### config.mk
export PLATFORM = sky130hd
export DESIGN_NAME = q1_inverse_search
export DESIGN_NICKNAME = d
export VERILOG_FILES = /design/src/rtl/q1_inverse_search.sv
export SDC_FILE = /design/constraint.sdc
export NUM_CORES = 1
export LEC_CHECK = 0
export CORE_MARGIN = 1
export CORE_UTILIZATION = 30
export CTS_BUF_LIST = sky130_fd_sc_hd__clkbuf_4 sky130_fd_sc_hd__clkbuf_8
export DETAILED_ROUTE_END_ITERATION = 6
export MAX_ROUTING_LAYER = met4
export PLACE_DENSITY = 0.5
export SLEW_MARGIN = 20
export SYNTH_ARGS = -nofsm -noshare
export SYNTH_HDL_FRONTEND = slang
export SYNTH_SLANG_ARGS = --single-unit
### constraint.sdc
create_clock -name clk -period 4.3 [get_ports clk]
set_clock_uncertainty 0.1 [all_clocks]
set_input_delay 0.43 -clock clk [delete_from_list [all_inputs] [get_ports clk]]
set_output_delay 0.43 -clock clk [all_outputs]
set_load 0.03 [all_outputs]
### src/rtl/q1_inverse_search.sv
// Purpose : sequential inverse of the byte-level Q1 permutation; scans all 256
//           candidates against an internal forward Q1 and reports the lowest
//           preimage together with the preimage count.
// Latency : 256 cycles from acceptance to out_valid with a full scan. With
//           Q1INV_EARLY_EXIT_EN defined it is k+1 cycles when the lowest
//           preimage is k, and 256 cycles when no byte matches.
// Backpressure: out_ready=0 holds DONE with stable outputs. in_ready is low
//           from acceptance until the result has been taken.
//
// Ports:
//   clk, rst                    clock (rising edge), async active-high reset
//   in_valid/in_ready/in_data   target Q1 output byte, valid/ready handshake
//   out_valid/out_ready         result handshake; the result is held until taken
//   out_data                    lowest X with Q1(X)==target (0x00 if none)
//   out_found                   at least one preimage exists
//   out_count                   number of preimages (0..256)
// Optional macro: Q1INV_EARLY_EXIT_EN -- stop the scan at the first match.

module q1_inverse_search (
    input  logic       clk,
    input  logic       rst,
    input  logic       in_valid,
    output logic       in_ready,
    input  logic [7:0] in_data,
    output logic       out_valid,
    input  logic       out_ready,
    output logic [7:0] out_data,
    output logic       out_found,
    output logic [8:0] out_count
);

    typedef enum logic [1:0] {IDLE, SCAN, DONE} state_t;

    state_t      state_q, state_d;
    logic [7:0]  target_q, target_d;
    logic [8:0]  cand_q, cand_d;      // 9 bits, so 255 -> 256 cannot wrap back to 0
    logic [8:0]  count_q, count_d;
    logic        found_q, found_d;
    logic [7:0]  data_q, data_d;
    logic        hit;

    function automatic logic [3:0] t0(input logic [3:0] n);
        case (n)
            4'h0: t0 = 4'h2; 4'h1: t0 = 4'h8; 4'h2: t0 = 4'hB; 4'h3: t0 = 4'hD;
            4'h4: t0 = 4'hF; 4'h5: t0 = 4'h7; 4'h6: t0 = 4'h6; 4'h7: t0 = 4'hE;
            4'h8: t0 = 4'h3; 4'h9: t0 = 4'h1; 4'hA: t0 = 4'h9; 4'hB: t0 = 4'h4;
            4'hC: t0 = 4'h0; 4'hD: t0 = 4'hA; 4'hE: t0 = 4'hC; default: t0 = 4'h5;
        endcase
    endfunction

    function automatic logic [3:0] t1(input logic [3:0] n);
        case (n)
            4'h0: t1 = 4'h1; 4'h1: t1 = 4'hE; 4'h2: t1 = 4'h2; 4'h3: t1 = 4'hB;
            4'h4: t1 = 4'h4; 4'h5: t1 = 4'hC; 4'h6: t1 = 4'h3; 4'h7: t1 = 4'h7;
            4'h8: t1 = 4'h6; 4'h9: t1 = 4'hD; 4'hA: t1 = 4'hA; 4'hB: t1 = 4'h5;
            4'hC: t1 = 4'hF; 4'hD: t1 = 4'h9; 4'hE: t1 = 4'h0; default: t1 = 4'h8;
        endcase
    endfunction

    function automatic logic [3:0] t2(input logic [3:0] n);
        case (n)
            4'h0: t2 = 4'h4; 4'h1: t2 = 4'hC; 4'h2: t2 = 4'h7; 4'h3: t2 = 4'h5;
            4'h4: t2 = 4'h1; 4'h5: t2 = 4'h6; 4'h6: t2 = 4'h9; 4'h7: t2 = 4'hA;
            4'h8: t2 = 4'h0; 4'h9: t2 = 4'hE; 4'hA: t2 = 4'hD; 4'hB: t2 = 4'h8;
            4'hC: t2 = 4'h2; 4'hD: t2 = 4'hB; 4'hE: t2 = 4'h3; default: t2 = 4'hF;
        endcase
    endfunction

    function automatic logic [3:0] t3(input logic [3:0] n);
        case (n)
            4'h0: t3 = 4'hB; 4'h1: t3 = 4'h9; 4'h2: t3 = 4'h5; 4'h3: t3 = 4'h1;
            4'h4: t3 = 4'hC; 4'h5: t3 = 4'h3; 4'h6: t3 = 4'hD; 4'h7: t3 = 4'hE;
            4'h8: t3 = 4'h6; 4'h9: t3 = 4'h4; 4'hA: t3 = 4'h7; 4'hB: t3 = 4'hF;
            4'hC: t3 = 4'h2; 4'hD: t3 = 4'h0; 4'hE: t3 = 4'h8; default: t3 = 4'hA;
        endcase
    endfunction

    function automatic logic [3:0] ror1(input logic [3:0] n);
        ror1 = {n[0], n[3:1]};
    endfunction

    // Forward Q1. (8*a)%16 keeps only a[0] in the top bit. b3 mixes a1, not a2,
    // which is why the map need not be a bijection.
    function automatic logic [7:0] q1_fwd(input logic [7:0] x);
        logic [3:0] a0, b0, a1, b1, a2, b2, a3, b3;
        a0 = x[7:4];
        b0 = x[3:0];
        a1 = a0 ^ b0;
        b1 = a0 ^ ror1(b0) ^ {a0[0], 3'b000};
        a2 = t0(a1);
        b2 = t1(b1);
        a3 = a2 ^ b2;
        b3 = a1 ^ ror1(b2) ^ {a2[0], 3'b000};
        q1_fwd = {t3(b3), t2(a3)};
    endfunction

    assign hit = (q1_fwd(cand_q[7:0]) == target_q);

    always_ff @(posedge clk or posedge rst) begin
        if (rst) begin
            state_q  <= IDLE;
            target_q <= 8'h00;
            cand_q   <= 9'd0;
            count_q  <= 9'd0;
            found_q  <= 1'b0;
            data_q   <= 8'h00;
        end else begin
            state_q  <= state_d;
            target_q <= target_d;
            cand_q   <= cand_d;
            count_q  <= count_d;
            found_q  <= found_d;
            data_q   <= data_d;
        end
    end

    always_comb begin
        state_d  = state_q;
        target_d = target_q;
        cand_d   = cand_q;
        count_d  = count_q;
        found_d  = found_q;
        data_d   = data_q;
        case (state_q)
            IDLE: begin
                if (in_valid) begin
                    target_d = in_data;
                    cand_d   = 9'd0;
                    count_d  = 9'd0;
                    found_d  = 1'b0;
                    data_d   = 8'h00;   // a scan with no match reports 0x00
                    state_d  = SCAN;
                end
            end
            SCAN: begin
                cand_d = cand_q + 9'd1;
                if (hit) begin
                    count_d = count_q + 9'd1;
                    if (!found_q) begin
                        found_d = 1'b1;
                        data_d  = cand_q[7:0];
                    end
                end
`ifdef Q1INV_EARLY_EXIT_EN
                // First match ends the scan; count is then exactly 1.
                if (hit || cand_q == 9'd255) begin
                    state_d = DONE;
                end
`else
                if (cand_q == 9'd255) begin
                    state_d = DONE;
                end
`endif
            end
            DONE: begin
                if (out_ready) begin
                    state_d = IDLE;
                end
            end
            default: state_d = IDLE;
        endcase
    end

    assign in_ready  = (state_q == IDLE);
    assign out_valid = (state_q == DONE);
    assign out_data  = data_q;
    assign out_found = found_q;
    assign out_count = count_q;

endmodule

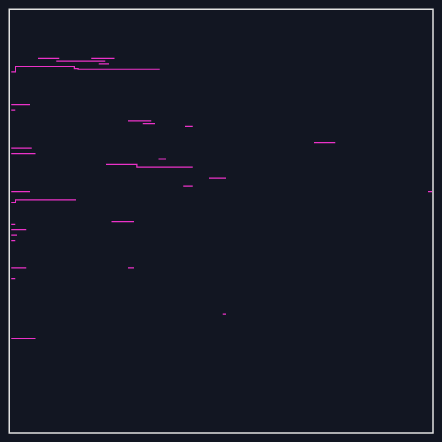
run_1/m3.png
Drawn at 4 px/um.
24 nets have wire on it. The longest straight run is 20.2 um. The wires run mostly horizontal. The layer holds 2.3% of the routed length. The layer carries 168 um of wire.
final wirelength: 7470 um
GR Util met3: 1.79%
via count: 2570

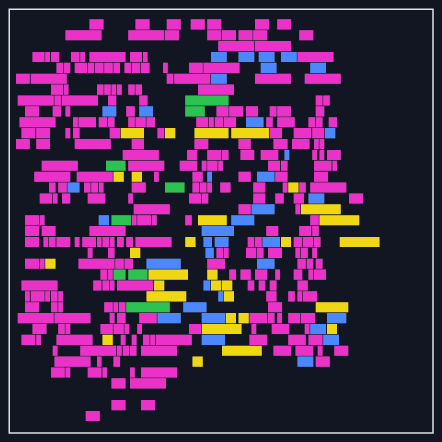
run_1/sizing.png
Drawn at 4 px/um.
x1 and smaller: in magenta, cells 301, share 80%. x2: in blue, cells 36, share 9.6%, most used mux2_2. x3 and x4: in yellow, cells 30, share 8.0%, most used buf_4. x6 and larger: in green, cells 8, share 2.1%, most used clkbuf_8.
final worst slack: 0.269 ns
final instance area: 3890 sq um
nonclk buf count: 49
Layout area overhead: 20.8%

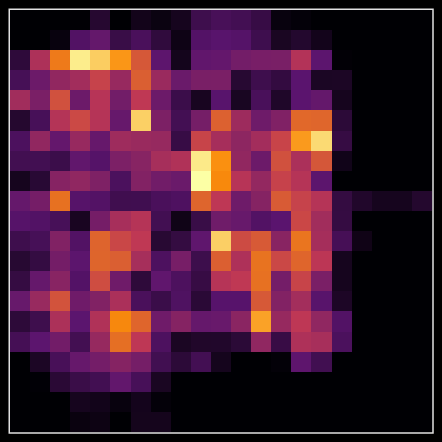
run_1/route_heat.png
Drawn at 4 px/um. The die is cut into 21 by 21 equal tiles; black is low, pale yellow is high, scaled to the fullest tile. Values are wire area over tile area, all layers added.
13% of the tiles are over half the peak. The densest ninth of the die: centre. The emptiest ninth of the die: south-east.

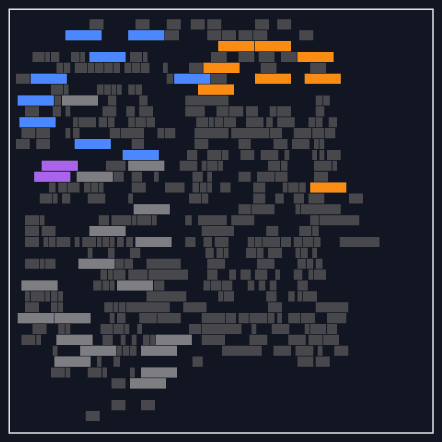
run_1/ff_map.png
Drawn at 4 px/um. Other sequential cells in the stronger grey, the rest of the logic in the fainter grey.
state_q: in purple, placed flops 2. out_count: in blue, placed flops 9, where north-west. target_q: in orange, placed flops 8.
Another 18 sequential cells are not coloured.
fin util: 37.5%
register area: 926 sq um

==> impl_metrics.yaml, run 1 <==
# synthesis and place-and-route metrics
synth:
  edf_count: 0
  avgSynthCellArea_sq_um: 9.58
  ys_sh_mux_pct: 13.1
  synth-main-ff-cell: "dfrtp_1"
  synthTopCellsByCount: "dfrtp_1, nand2_1, o21ai_0, mux2i_1"
  yosysChipArea_sq_um: 3220
cells_and_area:
  nClkBuffers: 5
  mi_logic_area_sq_um: 2120
  comb_area_share_pct: 54.7
place:
  post_dp_cell_area_sq_um: 3730
  pre_cts_ws_ns: 0.257
power:
  power_density_nw_per_um2: 189
  p_clk_mw: 0.370
  p_leak_nw: 1.68
  vdd_drop_max_uv: 155
cts:
  clockBufferDepth: 2
  clk_latency_ns: 0.29
  cts_setup_buffers: 0
  cts_hold_buf: 0
  cts_tree: "built"
job:
  warning_count: 35
  maxCapViolations: 0
global_routing:
  grt-busiest-layer: "met2"
  grt-ovfl-total: 0
  grt_first_pass_wirelength_um: 12900
worst_setup_path:
  start_kind: "flop"
  critPathKind: "flop to flop"
  cp.depth: 12
  reg2reg_slack_ns: 0.27
final_timing:
  report.final.hold_viol_count: 0
  tightest_slew_ns: 0.917
  slew_headroom_pct: 38.8
  grt_setup_unrepaired: "false"
run_status:
  status: "completed"
floorplan:
  die-area_sq_um: 11100
  fp-utilization_pct: 31.0
drt:
  drt_iter0_drc: 95
run_1/clock_nets.png
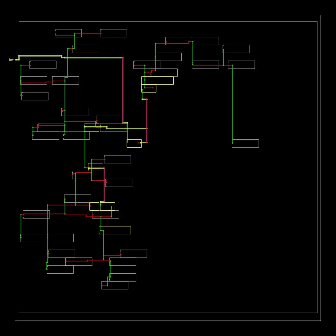

==> run 2, diff against run 1 <==
- ABC_CLOCK_PERIOD_IN_PS: not set -> 4350
- CTS_BUF_LIST: sky130_fd_sc_hd__clkbuf_4 sky130_fd_sc_hd__clkbuf_8 -> sky130_fd_sc_hd__clkbuf_8
- clock period: 4.3 -> 4.35 ns (I/O delays scaled with it)
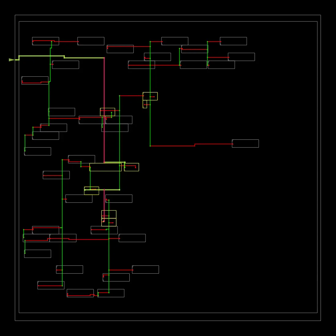
run_2/clock_nets.png
flip-flops: 37
Late-Pin Clk Latency: 0.29 ns
clock buffer count: 6
P_clk: 0.315 mW

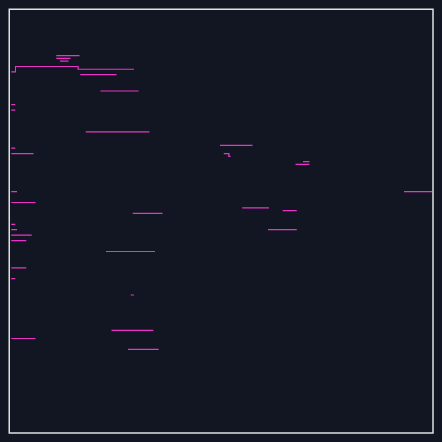
run_2/m3.png
Drawn at 4 px/um.
The longest straight run is 15.6 um. The wires run mostly horizontal. The layer holds 2.5% of the routed length.

==> run 2 against run 1 <==
Compared with the run above: synthesized cell count did not move; total power fell by 7.9%; fmax rose by 1.0%.
==> impl_metrics.yaml, run 2 <==
# synthesis and place-and-route metrics
final_timing:
  grt_setup_unrepaired: "false"
  worst_slack_ns: 0.361
  tightest_slew_ns: 0.904
  report.final.hold_viol_count: 0
  slew_headroom_pct: 39.6
synth:
  ys_sh_mux_pct: 13.1
  synthTopCellsByCount: "dfrtp_1, nand2_1, o21ai_0, mux2i_1"
  edf_count: 0
global_routing:
  grt-busiest-layer: "met2"
  grt_first_pass_wirelength_um: 12800
  grt-ovfl-total: 0
  met3_usage_pct: 1.86
power:
  power_density_nw_per_um2: 175
  vdd_drop_max_uv: 106
job:
  warning_count: 35
  maxCapViolations: 0
run_status:
  status: "completed"
cts:
  cts_tree: "built"
  cts_setup_buffers: 0
  cts_hold_buf: 0
floorplan:
  fp-utilization_pct: 31.0
  die-area_sq_um: 11100
place:
  post_dp_cell_area_sq_um: 3740
  pre_cts_ws_ns: 0.351
cells_and_area:
  regArea_sq_um: 926
  design_area_sq_um: 3860
  area_growth_pct: 20.0
  mi_logic_area_sq_um: 2110
  comb_area_share_pct: 54.7
worst_setup_path:
  critPathKind: "flop to flop"
  reg2reg_slack_ns: 0.36
drt:
  num_vias: 2559
run_2/route_heat.png
Drawn at 4 px/um. The die is cut into 21 by 21 equal tiles; black is low, pale yellow is high, scaled to the fullest tile. Values are wire area over tile area, all layers added.
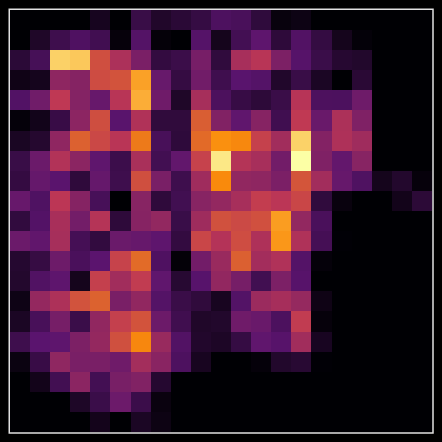

==> run 3, diff against run 2 <==
- CORE_UTILIZATION: 30 -> 55
- CTS_BUF_LIST: sky130_fd_sc_hd__clkbuf_8 -> not set
- PLACE_DENSITY: 0.5 -> 0.8
- SLEW_MARGIN: 20 -> not set
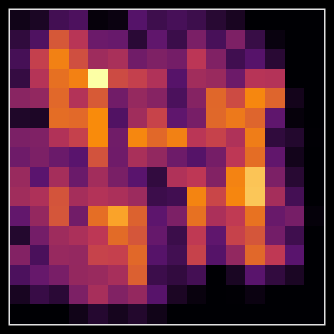
run_3/route_heat.png
Drawn at 4 px/um. The die is cut into 16 by 16 equal tiles; black is low, pale yellow is high, scaled to the fullest tile. Values are wire area over tile area, all layers added.
The mean over all tiles is 0.17. 15% of the tiles are nearly empty. The emptiest ninth of the die: south-east.
overall routing resource usage: 24.7%
via count: 2606

==> run 3 against run 2 <==
Compared with the run above: via count rose by 1.8%; sequential power barely moved; global-route usage rose by 9.9 points; synthesized area did not move; total power fell by 11%; die size fell by 45%; fmax fell by 2.4%; flip-flop count did not move; worst hold slack improved by 0.0091 ns; critical endpoint unchanged; largest power group unchanged; highest routed layer unchanged.
==> impl_metrics.yaml, run 3 <==
# synthesis and place-and-route metrics
cells_and_area:
  mi_logic_area_sq_um: 2100
  nonClkBufAreaFrac_pct: 10.7
  nClkBuffers: 7
  design_area_sq_um: 3680
  n_sequential_cell: 37
  diodes: 0
  nNetsFinal: 395
  logic_gates: 259
  comb_area_share_pct: 57.1
  regArea_sq_um: 928
final_timing:
  tightest_slew_ns: 0.829
  final-setup-viol-count: 0
  slew_headroom_pct: 44.6
  grt_setup_unrepaired: "false"
  worst_slack_ns: 0.262
  report.final.hold_viol_count: 0
synth:
  synthTopCellsByCount: "dfrtp_1, nand2_1, o21ai_0, mux2i_1"
  edf_count: 0
  ys_sh_mux_pct: 13.1
  floorplan.nets: 364
cts:
  htreeDepth: 2
  cts_tree: "built"
  clk_latency_ns: 0.29
  cts_hold_buf: 0
  cts_setup_buffers: 0
power:
  p_clk_mw: 0.244
  p_leak_nw: 1.62
  power_density_nw_per_um2: 164
  vdd_drop_max_uv: 178
  switching_power_mw: 0.127
  comb_power_share_pct: 2.9
floorplan:
  die-area_sq_um: 6160
  ioPinCount: 32
global_routing:
  grt-ovfl-total: 0
  grt-busiest-layer: "met2"
  grt_first_pass_wirelength_um: 11700
worst_setup_path:
  reg2reg_slack_ns: 0.26
  r2r-start: "cand_q[7]"
  critPathKind: "flop to flop"
hold_path:
  min_from: "cand_q[8]"
job:
  warning_count: 35
  maxCapViolations: 0
place:
  pre_cts_ws_ns: 0.202
  finalWeightedCongestion: 0.872
run_status:
  status: "completed"
drt:
  drc: 0
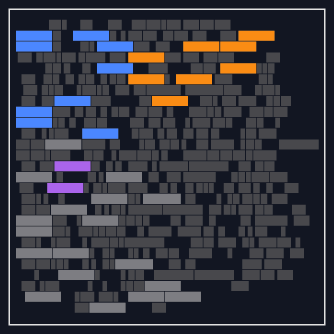
run_3/ff_map.png
Drawn at 4 px/um. Other sequential cells in the stronger grey, the rest of the logic in the fainter grey.
target_q: in orange, placed flops 8. out_count: in blue, placed flops 9, where north-west. state_q: in purple, placed flops 2.
Another 18 sequential cells are not coloured.

Power and IR drop assume default switching activity.
